`src/rtl/mem_port_arbiter.sv`:
```
// mem_port_arbiter: round-robin arbiter sharing one memory port between a CPU and a program loader.
module mem_port_arbiter #(
   parameter int MEM_LAT = 1
) (
   input  logic        clk,
   input  logic        rst,
   input  logic        cpu_req,
   input  logic        cpu_we,
   input  logic [31:0] cpu_addr,
   input  logic [31:0] cpu_wdata,
   output logic [31:0] cpu_rdata,
   output logic        cpu_ack,
   input  logic        ldr_req,
   input  logic        ldr_we,
   input  logic [31:0] ldr_addr,
   input  logic [31:0] ldr_wdata,
   output logic [31:0] ldr_rdata,
   output logic        ldr_ack,
   output logic        mem_en,
   output logic        mem_we,
   output logic [31:0] mem_addr,
   output logic [31:0] mem_wdata,
   input  logic [31:0] mem_rdata,
   output logic        grant_ldr
);
   typedef enum logic [1:0] {IDLE, ACCESS, RESP} state_t;
   state_t state, state_nx;
   logic last_grant, win_ldr, win_we, pick_ldr, start, access_done;
   logic [2:0] lat_cnt;
   // on a tie the port that did not win last time gets the memory
   assign pick_ldr = ldr_req & (~cpu_req | ~last_grant);
   assign start = (state == IDLE) & (cpu_req | ldr_req);
   assign access_done = win_we | (lat_cnt == 3'(MEM_LAT));
   always_comb begin
      state_nx = state;
      if (start) state_nx = ACCESS;
      else if (state == ACCESS && access_done) state_nx = RESP;
      else if (state == RESP) state_nx = IDLE;
      mem_en = (state == ACCESS) && (lat_cnt == 3'd0);
      mem_we = mem_en && win_we;
      cpu_ack = (state == RESP) && !win_ldr;
      ldr_ack = (state == RESP) && win_ldr;
      grant_ldr = (state != IDLE) && win_ldr;
   end
   always_ff @(posedge clk) begin
      if (rst) begin
         state <= IDLE;
         last_grant <= 1'b1;
         lat_cnt <= 3'd0;
         win_ldr <= 1'b0;
         win_we <= 1'b0;
         mem_addr <= 32'h0;
         mem_wdata <= 32'h0;
         cpu_rdata <= 32'h0;
         ldr_rdata <= 32'h0;
      end else begin
         state <= state_nx;
         if (start) begin
            win_ldr <= pick_ldr;
            win_we <= pick_ldr ? ldr_we : cpu_we;
            mem_addr <= pick_ldr ? ldr_addr : cpu_addr;
            mem_wdata <= pick_ldr ? ldr_wdata : cpu_wdata;
            lat_cnt <= 3'd0;
         end else if (state == ACCESS) begin
            lat_cnt <= lat_cnt + 3'd1;
         end
         // read data is valid in the last ACCESS cycle only
         if (state == ACCESS && !win_we && access_done) begin
            if (win_ldr) ldr_rdata <= mem_rdata;
            else cpu_rdata <= mem_rdata;
         end
         if (state == RESP) last_grant <= win_ldr;
      end
   end
endmodule

```
`config.mk`:
```
export PLATFORM = sky130hd
export DESIGN_NAME = mem_port_arbiter
export DESIGN_NICKNAME = d
export VERILOG_FILES = /design/src/rtl/mem_port_arbiter.sv
export SDC_FILE = /design/constraint.sdc
export NUM_CORES = 1
export LEC_CHECK = 0
export ABC_AREA = 1
export CAP_MARGIN = 40
export CORE_ASPECT_RATIO = 1.75
export CORE_UTILIZATION = 35
export DETAILED_ROUTE_END_ITERATION = 8
export HOLD_SLACK_MARGIN = 0.12
export PLACE_DENSITY = 0.76
export RECOVER_POWER = 100
export SLEW_MARGIN = 20
export SYNTH_ARGS = -nofsm -noshare
export SYNTH_HDL_FRONTEND = slang
export SYNTH_SLANG_ARGS = --single-unit
```
`constraint.sdc`:
```
create_clock -name clk -period 2.8 [get_ports clk]
set_input_delay 0.28 -clock clk [delete_from_list [all_inputs] [get_ports clk]]
set_output_delay 0.28 -clock clk [all_outputs]
set_load 0.01 [all_outputs]
```
Routed metal, one colour a layer:
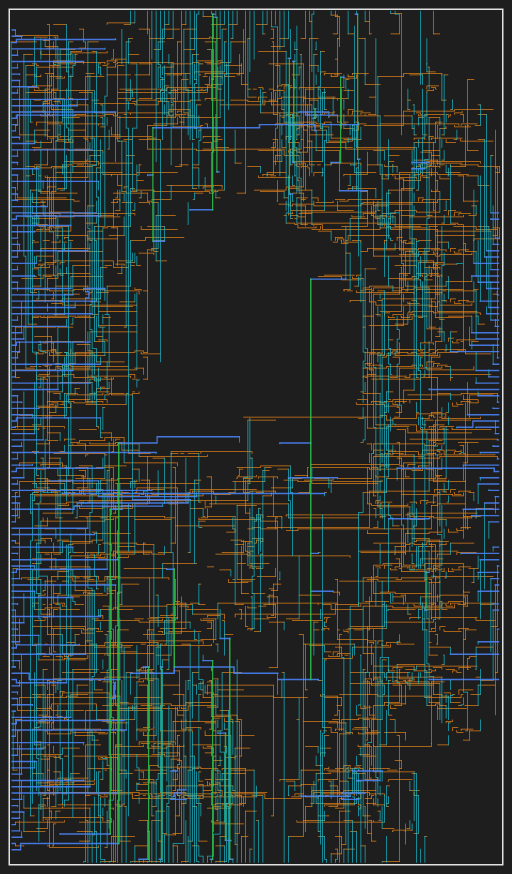
colour	layer	wire length
orange	metal 1	7630 um
blue	metal 3	1730 um
cyan	metal 2	10700 um
green	metal 4	671 um
Global Route Usage Sum: 21.63%
DR WL/cell: 13.76 um
vias: 7018

Placed cells, one colour a class:
Fill, decap, tap and diode cells in grey.
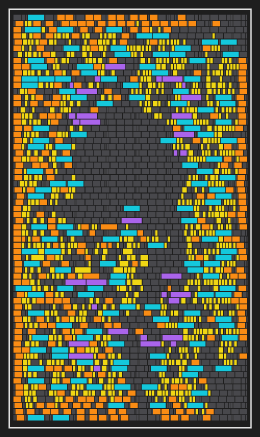
colour	class	cells
purple	clock drivers and dummy loads	32
yellow	combinational and other logic	792
orange	other buffers and delay cells	311
cyan	flops	136
core area: 18580 um^2
sequential share of cell area: 26.55%
post-route cell area: 10250 um^2
Final Core Density: 55.19%
cell row count: 66

==> Changelog: implementation <==
## Implementation

- Adder Share, Synth: less than 1%
- Fin. max-slew vios: 0
- Hold endpoint: mem_addr[31]$_SDFFE_PP0P_
- Mapped Area: 6638 um^2
- Root Buffer Master: clkbuf_16
- Number of top-level pins: 299
- Post-synth ARST share: 0%
- #MultiIn Comb: 616
- Pint: 4.211 mW
- Final #Nets: 1427
- OpenROAD warnings: 28
- Logic pwr share: around 28%
- Crit path time final: 2.236 ns
- P per Cell Area: 604.6 nW/um^2
- Seq pwr share: 37.2%
- Clk network pwr share: a little over a third
- Post-CTS Setup Bufs: 0
- Setup Viol. Count Final: 0
- Wire length on met3: 1727 um
- Post-synth EDFFs: 0
- Comb area share: between 20% and 30%
- First-pass GRT wire length: 33070 um
- F_max: 447.3 MHz
- DRC Markers: 0
- Placed cell area: roughly 9700 um^2
- Mapped Cells: 995
- Biggest area consumer among synthesized cells: dfxtp_1
- Dominant register cell: dfxtp_1
- Initial antenna violation count: 0
- Detail Route Antenna Nets: 0
- Met1 usage: 22.04%
- Min Hold Slack: 0.4688 ns
- Fraction of layout cells with a size suffix above 1: 9.441%
- Yosys cell count: 995
- RSZ-0062 raised after global routing: no
- Final setup margin: 0.5643 ns
- Seq group: 2.31 mW
- Synth Area in XOR/XNOR: less than 1%
- Mean number of vias per cell: between 4 and 5
- Most common cell in the synthesized netlist: nand2_1
- # port buffers: 298
- Fp_density: a little over a third
- Crit-path max FO: 35
- Top-area cell share: 41.02%
- Pleak: 4.722 nW
- Highest-power group: registers
- Clk slew on worst S/H paths: 0.07 ns
- Total grt overflow: 0
- Ys flops: 136
- CP startpoint: win_ldr$_SDFFE_PP0P_
- R2r startpoint: win_ldr$_SDFFE_PP0P_
- Cells along the critical path: buf_4, nand2_1, inv_1, dlygate4sd3_1
- Inverters: 176
- Chip Area, Yosys: 6638 um^2
- Most common logic cells in the final layout: 202 x nand2_1, 170 x inv_1, 163 x clkdlybuf4s50_1
- Status: completed
- Synthesis warning total: 0
- Worst reg2reg setup slack: 0.58 ns
- # clk buffers: 18
- Max_cap viols: 0
- Total power: 6.200 mW
- Setup TNS: 0 ns
- Compound-cell area share of the yosys netlist: 5.844%
- Placed cells: around 1500
- Layout area overhead: 54.50%
- CP Depth: 4
- Filler instances: 1794
Placed standard cells:
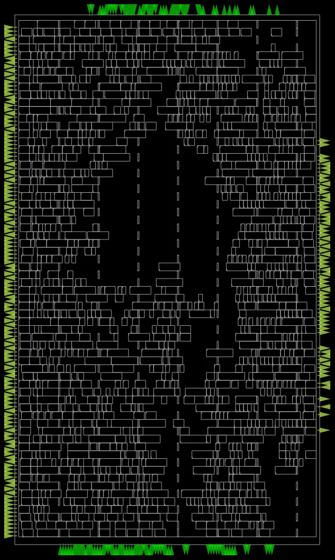
# Taps: 238
fin cells: 1509
flip-flop and latch count: 136

Drive-strength map:
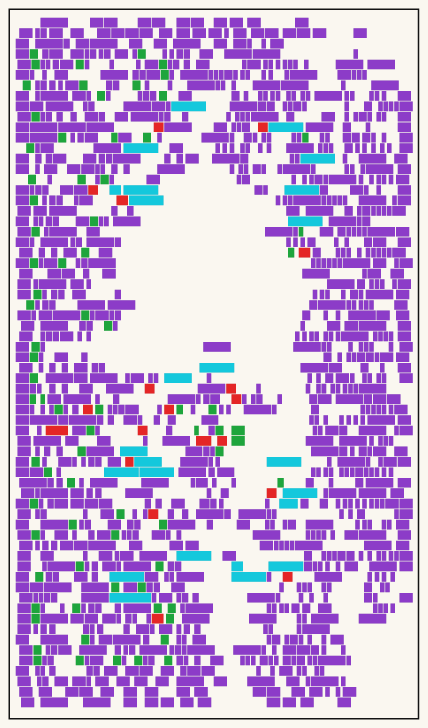
colour	size	cells	share
cyan	_6 and larger	24	1.9%
purple	_0 and _1 cells	1151	91%
green	_2 cells	77	6.1%
red	_3 and _4 cells	19	1.5%

Power and IR drop assume default switching activity.
